$ cat src/rtl/q_8_25_pkg.sv
// q_8_25_pkg: shared widths and controller state encoding for the shift-add multiplier
package q_8_25_pkg;
    localparam int dp_width = 5;
    localparam int bc_size  = 3;
    localparam int st_width = 2;
    typedef enum logic [st_width-1:0] {S_idle, S_add, S_shift} state_t;
endpackage

$ cat src/rtl/q_8_25_datapath.sv
// q_8_25_datapath: operand/accumulator registers, adder and shifters of the multiplier (SMART_SKIP_EN enables early finish)
module q_8_25_datapath
    import q_8_25_pkg::*;
(
    input  logic                    clk_i,
    input  logic                    rst_i,
    input  logic                    load_i,
    input  logic                    decr_i,
    input  logic                    add_i,
    input  logic                    shift_i,
    input  logic                    skip_i,
    input  logic [dp_width-1:0]     multiplicand_i,
    input  logic [dp_width-1:0]     multiplier_i,
    output logic                    q0_o,
    output logic                    p_zero_o,
    output logic                    m_zero_o,
    output logic [2*dp_width-1:0]   product_o
);
    localparam int pw = 2*dp_width;
    logic [dp_width-1:0] a_q, a_d, b_q, b_d, q_q, q_d, m_q, m_d;
    logic                c_q, c_d;
    logic [bc_size-1:0]  p_q, p_d;
    logic [pw:0]         caq, caq_shp;
    assign caq       = {c_q, a_q, q_q};
    assign caq_shp   = caq >> p_q;
    assign q0_o      = q_q[0];
    assign p_zero_o  = (p_q == '0);
    assign product_o = {a_q, q_q};
`ifdef SMART_SKIP_EN
    assign m_zero_o  = (m_q == '0);
`else
    assign m_zero_o  = 1'b0;
`endif
    // next register values: load operands, jump over the zero tail, or one add/shift step
    always_comb begin
        a_d = a_q;
        b_d = b_q;
        q_d = q_q;
        m_d = m_q;
        c_d = c_q;
        p_d = p_q;
        if (load_i) begin
            a_d = '0;
            c_d = 1'b0;
            b_d = multiplicand_i;
            q_d = multiplier_i;
            m_d = multiplier_i;
            p_d = bc_size'(dp_width);
        end else if (skip_i) begin
            {a_d, q_d} = caq_shp[pw-1:0];
            c_d = 1'b0;
        end else begin
            if (decr_i)
                p_d = p_q - bc_size'(1);
            if (add_i)
                {c_d, a_d} = {1'b0, a_q} + {1'b0, b_q};
            if (shift_i) begin
                {c_d, a_d, q_d} = {1'b0, caq[pw:1]};
                m_d = m_q >> 1;
            end
        end
    end
    // register bank, cleared by reset so the product reads zero
    always_ff @(posedge clk_i or posedge rst_i) begin
        if (rst_i) begin
            a_q <= '0;
            b_q <= '0;
            q_q <= '0;
            m_q <= '0;
            c_q <= 1'b0;
            p_q <= '0;
        end else begin
            a_q <= a_d;
            b_q <= b_d;
            q_q <= q_d;
            m_q <= m_d;
            c_q <= c_d;
            p_q <= p_d;
        end
    end
endmodule

$ cat src/rtl/q_8_25.sv
// q_8_25: sequential shift-add unsigned multiplier controller (SMART_SKIP_EN enables early finish)
module q_8_25
    import q_8_25_pkg::*;
(
    input  logic                  clk,
    input  logic                  rst_b,
    input  logic                  start,
    input  logic [dp_width-1:0]   multiplicand,
    input  logic [dp_width-1:0]   multiplier,
    output logic                  rdy,
    output logic [2*dp_width-1:0] product
);
    state_t state_q, state_d;
    logic load_regs, decr_p, add_regs, shift_regs, skip_regs;
    logic cntr_eq_zero, s_multiplier_eq_zero, q0;
    assign rdy        = (state_q == S_idle);
    assign load_regs  = rdy && start;
    assign decr_p     = (state_q == S_add) && !s_multiplier_eq_zero;
    assign add_regs   = decr_p && q0;
    assign skip_regs  = (state_q == S_add) && s_multiplier_eq_zero;
    assign shift_regs = (state_q == S_shift);
    // next state: idle waits for start, add either steps or finishes early, shift loops until count is spent
    always_comb begin
        state_d = (state_q == S_idle)  ? (start ? S_add : S_idle) :
                  (state_q == S_add)   ? (s_multiplier_eq_zero ? S_idle : S_shift) :
                  (state_q == S_shift) ? (cntr_eq_zero ? S_idle : S_add) : S_idle;
    end
    // state register, reset aborts any operation in flight
    always_ff @(posedge clk or posedge rst_b) begin
        if (rst_b)
            state_q <= S_idle;
        else
            state_q <= state_d;
    end
    q_8_25_datapath u_dp (
        .clk_i          (clk),
        .rst_i          (rst_b),
        .load_i         (load_regs),
        .decr_i         (decr_p),
        .add_i          (add_regs),
        .shift_i        (shift_regs),
        .skip_i         (skip_regs),
        .multiplicand_i (multiplicand),
        .multiplier_i   (multiplier),
        .q0_o           (q0),
        .p_zero_o       (cntr_eq_zero),
        .m_zero_o       (s_multiplier_eq_zero),
        .product_o      (product)
    );
endmodule

$ cat config.mk
export PLATFORM = sky130hd
export DESIGN_NAME = q_8_25
export DESIGN_NICKNAME = d
export VERILOG_FILES = /design/src/rtl/q_8_25_pkg.sv /design/src/rtl/q_8_25_datapath.sv /design/src/rtl/q_8_25.sv
export SDC_FILE = /design/constraint.sdc
export NUM_CORES = 1
export LEC_CHECK = 0
export ABC_AREA = 0
export CORE_MARGIN = 3
export CORE_UTILIZATION = 40
export CTS_CLUSTER_DIAMETER = 30
export CTS_CLUSTER_SIZE = 24
export DETAILED_ROUTE_END_ITERATION = 10
export GPL_TIMING_DRIVEN = 0
export HOLD_SLACK_MARGIN = 0.05
export MAX_ROUTING_LAYER = met4
export PLACE_DENSITY_LB_ADDON = 0.08
export SLEW_MARGIN = 25
export SYNTH_ARGS = -nofsm -noshare
export SYNTH_HDL_FRONTEND = slang
export SYNTH_SLANG_ARGS = --single-unit
$ cat constraint.sdc
create_clock -name clk -period 2.08 [get_ports clk]
set_input_delay 0.416 -clock clk [delete_from_list [all_inputs] [get_ports clk]]
set_output_delay 0.416 -clock clk [all_outputs]
set_load 0.02 [all_outputs]
==> images/power_grid.png <==
The bar under the picture is 20 µm long. Pins as bars on the die edge.
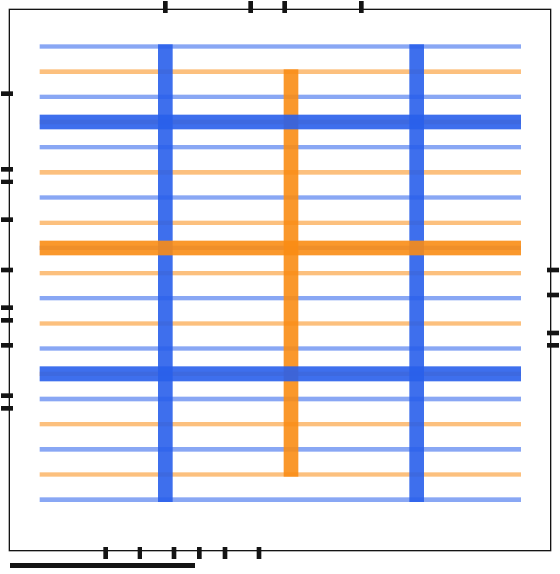
orange -> VDD
blue -> VSS
met5 straps = 3
met4 straps = 3
signal pins = 24
rows = 18
die height: 58.35 µm
Die Wd: 58.35 µm
core area: 2545 µm²

==> images/placement_by_type.png <==
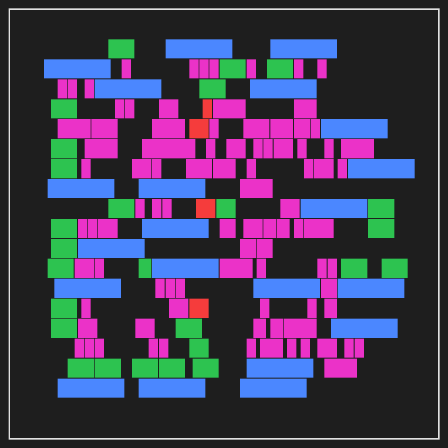
magenta -> combinational and other logic  # cells 91
green -> other buffers and delay cells  # cells 26
red -> clock drivers and dummy loads  # cells 4
blue -> flops  # cells 21
Core Rows: 18
Util after Layout: 0.5462
Finished Cell Area: 1390 µm²

==> images/clk_routes.png <==
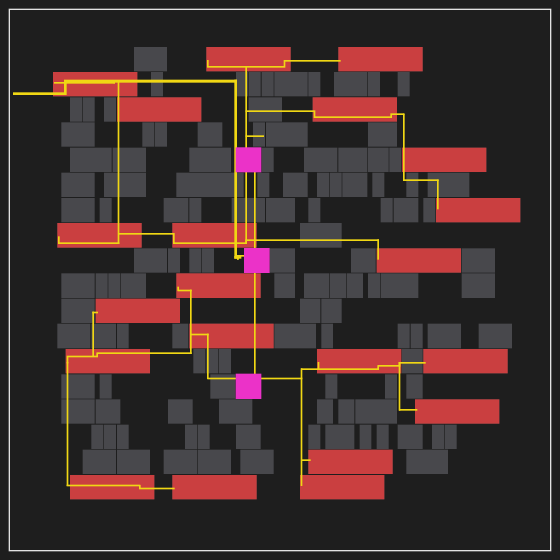
red -> flip-flops  # count 21
yellow -> clock wires  # length 312 µm
magenta -> clock drivers  # count 3
flops lie = spread over the die
Power Clock: 0.204 mW
clock network fraction of design power: 0.094
final worst clock skew: 0.007852 ns
Latency at later pin: 0.31 ns

==> images/wires.png <==
The bar under the picture is 20 µm long.
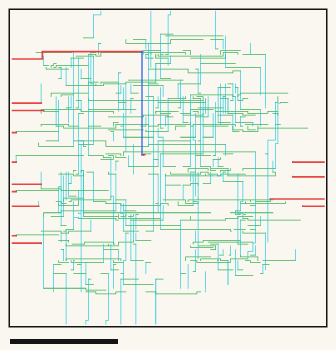
cyan -> metal 2  # wire length 944 µm
blue -> metal 4  # wire length 19.0 µm
red -> metal 3  # wire length 80.0 µm
green -> metal 1  # wire length 1170 µm
GRT Total Usage: 0.1612
wire per inst: 12.87 µm

==> images/congestion.png <==
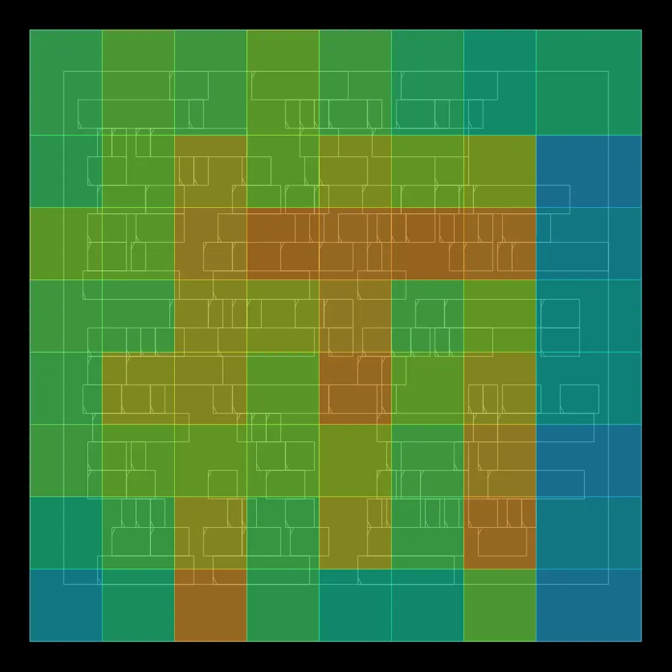
M2 GR Usage: 0.2392
GR Layer Usage met1: 0.2210
most used routing layer: met2
M3 GR Usage: 0.02193

==> flow_summary.ini <==
; implementation run metrics
[final_layout]
comb_area_um2 = 528.0
clkbuf_count = 4
most-common-layout-cells = nand2_1 (35), clkdlybuf4s50_1 (23), dfrtp_1 (21)
bufAreaShareNonClock = 0.1800
areaGrowthSynthToFinish_pct = 26.83
comb_area_frac = 0.3798
largestClassByArea = multi-input combinational cells
n_all_buffers = 26
inverters_excl_clock = 6
drive_gt1_frac = 0.07042
area.share.sequential = 0.3780
seq_cells = 21
antenna_cells = 0
clkCellAreaFrac = 0.01890
fillers = 257
layout_top_cell = nand2_1
seqCellArea_um2 = 525.5
nets = 164

[clock_network]
numCtsBuffers = 3
clock-sinks = 21
ctsResizeCount = 0
clk_pin_slew_ns = 0.13
cts_buffer_depth = 2
cts_tree = yes
cts_root_buffer = clkbuf_4
post_cts_buffers = 0

[sta]
slew_violations = 0
worst_slew_pin_slew_ns = 0.8192
timing.fmax_ghz = 0.5045
maxSlewHeadroom = 0.4533
hold-worst-slack_ns = 0.5041
period_needed_ns = 1.982
fin_tns_setup_ns = 0
timing.final.crit_share = 0.9530

[global_routing]
grt_pass1_wl_mm = 4.084
grt_max_degree = 22
antenna_found_initial = 0

[setup_path]
required_ns = 1.66
rrSetupSlack_ns = 0.22
cp-endpoint = rdy
r2r_end = u_dp.a_q[4]
cp.arrival_ns = 1.57
worst-path-stages = 2
critical-path-max-stage-delay_ns = 0.62
path_cells = nor2_1 > clkdlybuf4s50_1
worstSetupEndpointType = output port
crit_family = buffers and inverters
cp-startpoint = state_q[0]

[min_path]
hold_depth = 2
min-delay-path-class = reg2reg
min_from = u_dp.c_q

[yosys]
largest_area_cell = dfrtp_1
postSynth.asyncResetShare = 1.000
mux_share = 0.02854
ff_type = dfrtp_1
ys_sh_simple = 0.1998
ys_seq_frac = 0.4795
ys_ff = 21
synthCells = 115
post_synth_num_cell_types = 28
top_cell_area_share = 0.4795
yosys.area_share.xor_xnor = 0.02397
synth_nets = 136
edf_count = 0
ys_top_cells_by_count = nand2_1 (35), dfrtp_1 (21), nor2_1 (9)
synthAoiAreaFrac = 0.1313
ys_sh_adder = 0.09817
top_cell = nand2_1

[drt]
first_pass_iters = 4
wl_met2_um = 943
detail-route-antenna-nets = 0
drc = 0
wl_met3_um = 79
viasPerCell = 4.930
drt_iter0_markers = 14
drt-total-wl_mm = 2.213
via_count = 848
top_layer = met4

[power]
peakVddDrop_mv = 0.8627
p_leak_nw = 0.6616

[floorplanning]
fp_util = 0.4307
taps = 30

[placement]
dp_hpwl_mm = 1.626
place_congestion = 0.7716
place_area_um2 = 1364
numPortBuffers = 23

[run]
tool_warnings = 26
max-cap-violations = 0

[status]
status = finished clean
per-stage QoR:
| stage | setup slack, ns | instances |
|---|---|---|
| 6_report | 0.09769 | 172 |
| 5_1_grt | 0.0008968 | 172 |
| 4_1_cts | 0.07634 | 172 |
| 3_5_place_dp | 0.2583 | 168 |
| 3_3_place_gp | 0.2646 | 168 |
| 2_1_floorplan | 0.2550 | 115 |
sequential cells by signal (all words and copies together), names as in the netlist:
| name | flops |
|---|---|
| u_dp.a_q | 5 |
| u_dp.b_q | 5 |
| u_dp.q_q | 5 |
| u_dp.p_q | 3 |
| state_q | 2 |
| u_dp.c_q | 1 |
report_power, final:
part	leakage, nW	total, mW	internal (mW)	switching, mW
registers	0.264	0.770	0.594	0.176
logic	0.383	1.19	0.565	0.628
clock network	0.0150	0.204	0.0747	0.130
total	0.662	2.17	1.23	0.934
Power is estimated from default activity; no workload was simulated.
